--- src/rtl/apb_master_sched_pkg.sv ---
// Shared types and constants for the two-requester APB master scheduler.
package apb_sched_pkg;

    localparam int NUM_REQ = 2;

    typedef enum logic [1:0] {
        ST_IDLE   = 2'd0,
        ST_SETUP  = 2'd1,
        ST_ACCESS = 2'd2
    } state_e;

    localparam logic [2:0] PSEL_NONE = 3'b000;
    localparam logic [2:0] PSEL_S0   = 3'b001;
    localparam logic [2:0] PSEL_S1   = 3'b010;
    localparam logic [2:0] PSEL_S2   = 3'b100;

    // Decode-field value that maps to no peripheral.
    localparam logic [1:0] SEL_ERR_CODE = 2'd3;

    function automatic logic [2:0] decode_sel(input logic [1:0] field);
        case (field)
            2'd0:    return PSEL_S0;
            2'd1:    return PSEL_S1;
            2'd2:    return PSEL_S2;
            default: return PSEL_NONE;
        endcase
    endfunction

endpackage

--- src/rtl/apb_master_sched_if.sv ---
// Requester handshake plus APB bus bundle; master = scheduler side.
interface apb_master_sched_if
    import apb_sched_pkg::*;
#(
    parameter int ADDR_W = 32,
    parameter int DATA_W = 32
);
    logic [NUM_REQ-1:0]             req_valid;
    logic [NUM_REQ-1:0]             req_ready;
    logic [NUM_REQ-1:0]             req_write;
    logic [NUM_REQ-1:0][ADDR_W-1:0] req_addr;
    logic [NUM_REQ-1:0][DATA_W-1:0] req_wdata;
    logic [NUM_REQ-1:0]             rsp_valid;
    logic [DATA_W-1:0]              rsp_rdata;
    logic                           rsp_err;
    logic [ADDR_W-1:0]              PADDR;
    logic [DATA_W-1:0]              PWDATA;
    logic                           PWRITE;
    logic [2:0]                     PSELX;
    logic                           PENABLE;
    logic [DATA_W-1:0]              PRDATA;

    modport master (
        input  req_valid, req_write, req_addr, req_wdata, PRDATA,
        output req_ready, rsp_valid, rsp_rdata, rsp_err,
               PADDR, PWDATA, PWRITE, PSELX, PENABLE
    );

    modport slave (
        output req_valid, req_write, req_addr, req_wdata, PRDATA,
        input  req_ready, rsp_valid, rsp_rdata, rsp_err,
               PADDR, PWDATA, PWRITE, PSELX, PENABLE
    );
endinterface

--- src/rtl/apb_master_sched_arb.sv ---
// Two-input round-robin arbiter; pointer remembers the last granted requester.
module apb_rr_arb
    import apb_sched_pkg::*;
(
    input  logic               clk,
    input  logic               rst_n,
    input  logic [NUM_REQ-1:0] req_i,
    input  logic               advance_i,
    output logic [NUM_REQ-1:0] grant_o
);
    logic last_q;

    // On contention the requester not granted last wins.
    always_comb begin
        grant_o = req_i;
        if (req_i == 2'b11) begin
            grant_o = last_q ? 2'b01 : 2'b10;
        end
    end

    // Reset value "last was 1" makes requester 0 win the first contention.
    always_ff @(posedge clk or negedge rst_n) begin
        if (!rst_n) begin
            last_q <= 1'b1;
        end else if (advance_i) begin
            last_q <= grant_o[1];
        end
    end
endmodule

--- src/rtl/apb_master_sched.sv ---
// Arbitrates two requesters onto one APB bus and sequences SETUP/ACCESS phases.
module apb_master_sched
    import apb_sched_pkg::*;
#(
    parameter int ADDR_W  = 32,
    parameter int DATA_W  = 32,
    parameter int SEL_LSB = 8
)(
    input  logic               clk,
    input  logic               PRESETn,
    apb_master_sched_if.master bus
);
    state_e              state_q;
    logic [ADDR_W-1:0]   paddr_q;
    logic [DATA_W-1:0]   pwdata_q;
    logic                pwrite_q;
    logic [2:0]          psel_q;
    logic                penable_q;
    logic                owner_q;
    logic                err_q;
    logic [NUM_REQ-1:0]  rsp_valid_q;
    logic [DATA_W-1:0]   rsp_rdata_q;
    logic                rsp_err_q;

    logic                accept;
    logic                handshake;
    logic                gnt_idx;
    logic [NUM_REQ-1:0]  grant;
    logic [NUM_REQ-1:0]  ready;
    logic [ADDR_W-1:0]   sel_addr;
    logic [1:0]          sel_field;

    apb_rr_arb u_arb (
        .clk       (clk),
        .rst_n     (PRESETn),
        .req_i     (bus.req_valid),
        .advance_i (handshake),
        .grant_o   (grant)
    );

    assign accept    = (state_q == ST_IDLE) || (state_q == ST_ACCESS);
    assign ready     = accept ? grant : '0;
    assign handshake = |ready;
    assign gnt_idx   = grant[1];
    assign sel_addr  = bus.req_addr[gnt_idx];
    assign sel_field = sel_addr[SEL_LSB+1:SEL_LSB];

    always_ff @(posedge clk or negedge PRESETn) begin
        if (!PRESETn) begin
            state_q     <= ST_IDLE;
            paddr_q     <= '0;
            pwdata_q    <= '0;
            pwrite_q    <= 1'b0;
            psel_q      <= PSEL_NONE;
            penable_q   <= 1'b0;
            owner_q     <= 1'b0;
            err_q       <= 1'b0;
            rsp_valid_q <= '0;
            rsp_rdata_q <= '0;
            rsp_err_q   <= 1'b0;
        end else begin
            rsp_valid_q <= '0;
            case (state_q)
                ST_SETUP: begin
                    state_q   <= ST_ACCESS;
                    penable_q <= ~err_q;
                end
                ST_ACCESS: begin
                    state_q     <= ST_IDLE;
                    psel_q      <= PSEL_NONE;
                    penable_q   <= 1'b0;
                    rsp_valid_q <= owner_q ? 2'b10 : 2'b01;
                    rsp_err_q   <= err_q;
                    rsp_rdata_q <= (pwrite_q || err_q) ? '0 : bus.PRDATA;
                end
                default: ;
            endcase
            // A handshake in ACCESS overrides the IDLE return for back-to-back flow.
            if (handshake) begin
                state_q  <= ST_SETUP;
                paddr_q  <= sel_addr;
                pwdata_q <= bus.req_wdata[gnt_idx];
                pwrite_q <= bus.req_write[gnt_idx];
                owner_q  <= gnt_idx;
                err_q    <= (sel_field == SEL_ERR_CODE);
                psel_q   <= decode_sel(sel_field);
            end
        end
    end

    assign bus.req_ready = ready;
    assign bus.rsp_valid = rsp_valid_q;
    assign bus.rsp_rdata = rsp_rdata_q;
    assign bus.rsp_err   = rsp_err_q;
    assign bus.PADDR     = paddr_q;
    assign bus.PWDATA    = pwdata_q;
    assign bus.PWRITE    = pwrite_q;
    assign bus.PSELX     = psel_q;
    assign bus.PENABLE   = penable_q;
endmodule

--- src/flat_wrapper.sv ---
// flat-port wrapper written by rule: the top's interface ports become plain ports
module apb_master_sched_flat import apb_sched_pkg::*;
#(
    parameter int ADDR_W  = 32,
    parameter int DATA_W  = 32,
    parameter int SEL_LSB = 8
)
  (clk, PRESETn, bus_req_valid, bus_req_write, bus_req_addr, bus_req_wdata, bus_PRDATA, bus_req_ready, bus_rsp_valid, bus_rsp_rdata, bus_rsp_err, bus_PADDR, bus_PWDATA, bus_PWRITE, bus_PSELX, bus_PENABLE);
  apb_master_sched_if #(.ADDR_W(ADDR_W), .DATA_W(DATA_W)) bus_i ();
  input  logic clk;
  input  logic PRESETn;
  input wire logic [$bits(bus_i.req_valid)-1:0] bus_req_valid;
  input wire logic [$bits(bus_i.req_write)-1:0] bus_req_write;
  input wire logic [$bits(bus_i.req_addr)-1:0] bus_req_addr;
  input wire logic [$bits(bus_i.req_wdata)-1:0] bus_req_wdata;
  input wire logic [$bits(bus_i.PRDATA)-1:0] bus_PRDATA;
  output wire logic [$bits(bus_i.req_ready)-1:0] bus_req_ready;
  output wire logic [$bits(bus_i.rsp_valid)-1:0] bus_rsp_valid;
  output wire logic [$bits(bus_i.rsp_rdata)-1:0] bus_rsp_rdata;
  output wire logic [$bits(bus_i.rsp_err)-1:0] bus_rsp_err;
  output wire logic [$bits(bus_i.PADDR)-1:0] bus_PADDR;
  output wire logic [$bits(bus_i.PWDATA)-1:0] bus_PWDATA;
  output wire logic [$bits(bus_i.PWRITE)-1:0] bus_PWRITE;
  output wire logic [$bits(bus_i.PSELX)-1:0] bus_PSELX;
  output wire logic [$bits(bus_i.PENABLE)-1:0] bus_PENABLE;
  assign bus_i.req_valid = bus_req_valid;
  assign bus_i.req_write = bus_req_write;
  assign bus_i.req_addr = bus_req_addr;
  assign bus_i.req_wdata = bus_req_wdata;
  assign bus_i.PRDATA = bus_PRDATA;
  assign bus_req_ready = bus_i.req_ready;
  assign bus_rsp_valid = bus_i.rsp_valid;
  assign bus_rsp_rdata = bus_i.rsp_rdata;
  assign bus_rsp_err = bus_i.rsp_err;
  assign bus_PADDR = bus_i.PADDR;
  assign bus_PWDATA = bus_i.PWDATA;
  assign bus_PWRITE = bus_i.PWRITE;
  assign bus_PSELX = bus_i.PSELX;
  assign bus_PENABLE = bus_i.PENABLE;
  apb_master_sched #(.ADDR_W(ADDR_W), .DATA_W(DATA_W), .SEL_LSB(SEL_LSB)) u_core (.clk(clk), .PRESETn(PRESETn), .bus(bus_i));
endmodule
--- config.mk ---
export PLATFORM = sky130hd
export DESIGN_NAME = apb_master_sched_flat
export DESIGN_NICKNAME = d
export VERILOG_FILES = /design/src/rtl/apb_master_sched_pkg.sv /design/src/rtl/apb_master_sched_if.sv /design/src/rtl/apb_master_sched_arb.sv /design/src/rtl/apb_master_sched.sv /design/src/flat_wrapper.sv
export SDC_FILE = /design/constraint.sdc
export NUM_CORES = 1
export LEC_CHECK = 0
export CAP_MARGIN = 5
export CORE_UTILIZATION = 38
export DETAILED_ROUTE_END_ITERATION = 8
export GPL_TIMING_DRIVEN = 0
export PLACE_DENSITY_LB_ADDON = 0.2
export SLEW_MARGIN = 25
export SYNTH_ARGS = -nofsm -noshare
export SYNTH_HDL_FRONTEND = slang
export SYNTH_SLANG_ARGS = --single-unit
--- constraint.sdc ---
create_clock -name clk -period 1.8 [get_ports clk]
set_input_delay 0.18 -clock clk [delete_from_list [all_inputs] [get_ports clk]]
set_output_delay 0.18 -clock clk [all_outputs]
set_load 0.05 [all_outputs]
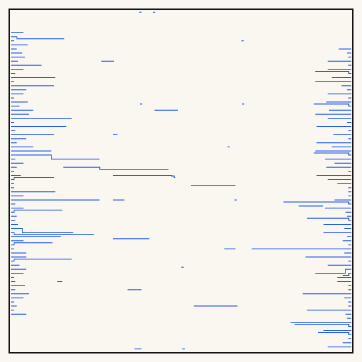
Figure 1: met3 routing.
Drawn at 3 px/um.
nets with wire on the layer: 153
main direction: horizontal
share of all routed wire: 7.8%
total number of vias: 4222
grt met3 use: 5.90%
final wirelength: 14200 um

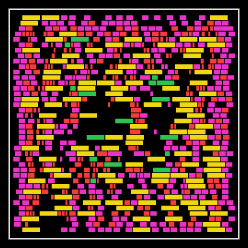
Figure 2: cells colored by class.
Drawn at 2 px/um.
legend:
  remaining buffers and delay cells:
    color: magenta
    cells: 306
    share_of_their_area: 38%
  clock drivers and dummy loads:
    color: green
    cells: 16
    share_of_their_area: 3.7%
  combinational and other logic:
    color: red
    cells: 271
    share_of_their_area: 23%
  sequential cells:
    color: yellow
    cells: 109
    share_of_their_area: 35%
Final Util: 66.6%
Seq area share: 33.8%
core area: 0.0121 mm2
standard-cell row count: 40

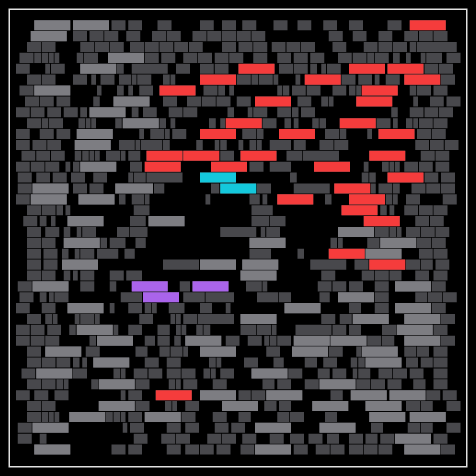
Figure 3: sequential cells grouped by signal name.
Drawn at 4 px/um.
legend:
  `u_core.bus.PWDATA`:
    color: red
    flops: 32
  `u_core.bus.PSELX`:
    color: purple
    flops: 3
  `u_core.bus.rsp_valid`:
    color: cyan
    flops: 2
not colored: 72
register area: 0.00273 mm2
seq pwr: 4.30 mW

==> impl_metrics.toml <==
# flow metrics
[clocking]
cts.sinks = 109
cts_buffer_depth = 2
cts-root-buf = "clkbuf_16"
cts_buffers = 9
cts_max_level = 3
path_clk_slew_ns = 0.08
tritoncts = "built"
insertion_delay_ns = 0.35

[drt]
routed_via_density = 4.85
initialDrtViolationCount = 166
firstDrtPassIters = 4
wire_per_inst_um = 16.3
remaining_drc_errors = 0
antenna_left = 0

[run]
max_cap_viol_count = 0
warnings = 29

[logic_synthesis]
syn_area_per_cell_um2 = 11.6
aoi_share_pct = 15.1
synthCells = 410
ys_cells = 410
synthMuxAreaShare_pct = 14.7
ys_warn_count = 0
synth-edff-count = 0
simple_gate_share_pct = 6.91
postSynthSeqShare_pct = 57.3
yosys_area_mm2 = 0.00476
yosysUniqueCellTypes = 33
ff_type = "dfrtp_1"
xor_area_share_pct = 0
numSynthFlops = 109
syn_area_mm2 = 0.00476
logic_family = "AND-OR/OR-AND gates"
syn_nets = 579

[timing]
finalMaxSlewViolations = 0
rsz0062_at_grt = "true"
post-route-min-period_ns = 1.74
slew_headroom_pct = 61.9
fin_crit_sh_pct = 96.9
setup_viol = 0
final_hold_viol_count = 0
hold_slack_ns = 0.351
tightest_slew_ns = 0.570
fmax_mhz = 573
clock_skew_ns = 0.00876
setup_slack_ns = 0.0557

[place]
hpwl_um = 10900
place_congestion = 0.793
io_buffers = 271
pre_cts_slack_ns = -0.365

[setup_path]
cp-end-kind = "output port"
reg2regPathDepth = 8
worstPathBufferInverterCount = 1
critPathKind = "reg -> out"
start_kind = "register"
cpPeakStageDelay_ns = 0.83
worstPathMaxFanout = 3
cp_top_family = "buffers and inverters"
worst_ep_arrival_time_ns = 1.56
crit_chain = "clkdlybuf4s50_1"
timing.rr.start = "u_core.state_q[0]"
cp_data_required_time_ns = 1.62
r2r-end = "u_core.bus.PSELX[1]"
r2r_slack_ns = 0.11
slowest_stage = "clkdlybuf4s50_1"

[floorplanning]
io_pins = 272
chipArea_mm2 = 0.0130
fp.dieW_um = 114
die_y_um = 114
fp_util_pct = 39.3

[global_route]
grt_pass1_wl_um = 22200
antenna_found_initial = 0
grt_max_degree = 57
grt_pass1_vias = 4344

[pwr]
power_density_mw_per_mm2 = 1990
vdd_drop_max_mv = 1.07
leakage_nw = 3.52

[finish]
drive_gt1_share_pct = 8.97
antenna_cells = 0
layout_top_cell = "clkdlybuf4s50_1"
area_growth_pct = 69.4
num-nets-final = 866

[worst_hold_path]
worstHoldPathType = "in -> async"

[outcome]
status = "complete, no violations"
## area by class of cell
type                       instances  area (um2)
tap                              168         210
multi-input combinational        265        1810
clock inverter                     7        65.1
sequential                       109        2730
timing repair buffer             276        2780
fill                             971        4040
buffer                            30         238
clock buffer                       9         225
inverter                           6        22.5
## metal layers
metal	up-vias	part of all wire (%)	global-route usage [%]
met5	-	0	0
met4	0	1.9	8.14
met3	21	7.8	5.90
met2	169	51	38.9
met1	2015	40	25.9
li1	2017	-	-
## state kept, by name, summed over array words and instances, names as in the netlist
name	count
u_core.bus.PWRITE	1
u_core.bus.rsp_err	1
u_core.u_arb.last_q	1
u_core.bus.rsp_rdata	32
u_core.err_q	1
u_core.owner_q	1
u_core.bus.PSELX	3
u_core.bus.PENABLE	1
u_core.bus.rsp_valid	2
u_core.state_q	2
u_core.bus.PADDR	32
u_core.bus.PWDATA	32
## cells in the mapped netlist (all sizes together), types with 3 or more instances
| cell | instances | area, um2 |
|---|---|---|
| o21ai | 71 | 359 |
| mux2i | 66 | 661 |
| clkbuf | 9 | 36.3 |
| inv | 6 | 22.5 |
| nand2 | 68 | 255 |
| a22o | 32 | 280 |
| buf | 21 | 191 |
| ha | 3 | 37.5 |
| nor2 | 5 | 18.8 |
| mux2 | 3 | 37.5 |
| dfrtp | 108 | 2700 |
| a21oi | 3 | 15.0 |
## worst max path at each step
| stage | end | slack [ns] | start | cells past startpoint |
|---|---|---|---|---|
| after global routing | u_core.bus.PSELX[1] | -0.005 | u_core.state_q[0] | 8 |
| after CTS | bus_req_ready[1] | 0.006 | u_core.state_q[1] | 5 |
| final | bus_PWRITE | 0.06 | u_core.bus.PWRITE | 1 |
| after detailed placement | bus_req_ready[1] | -0.37 | u_core.state_q[0] | 6 |
| after floorplan | u_core.bus.PSELX[1] | 0.27 | u_core.state_q[0] | 7 |
| after global placement | u_core.bus.PADDR[1] | -3.57 | PRESETn | 1 |
## where the power goes
part / switching, mW / total [mW] / internal, mW
Sequential: 0.643 / 4.30 / 3.66
Clock: 0.979 / 1.96 / 0.978
Combinational: 6.35 / 9.82 / 3.47
## metrics by stage
| step | area [um2] | std cells | setup TNS (ns) | util (%) | total power [mW] |
|---|---|---|---|---|---|
| after global placement | 7690 | 849 | -387.49 | 63.5 | 13.9 |
| after CTS | 8040 | 868 | 0 | 66.4 | 16.2 |
| after floorplan | 4770 | 410 | 0 | - | 10.6 |
| after global routing | 8070 | 870 | -0.00834 | 66.6 | 17.0 |
| final | 8070 | 870 | 0 | 66.6 | 16.1 |
| after detailed placement | 7720 | 850 | -1.76 | 63.8 | 14.1 |
## what timing repair did
item / 4_1_cts / 5_1_grt
hold buffers: 1 / 0
resized: 20 / 5
setup endpoints to repair: 69 / 30
buffers inserted: 1 / 2
hold endpoints to repair: 55 / 0
## cells by family after synthesis
logic type,Yosys count
buffers and inverters,36
AOI/OAI and AO/OA,113
muxes,69
and+or+nand+nor,80
adders and majority gates,3
DFF,109
No activity file was given, so power comes from the tool's default toggle rates.
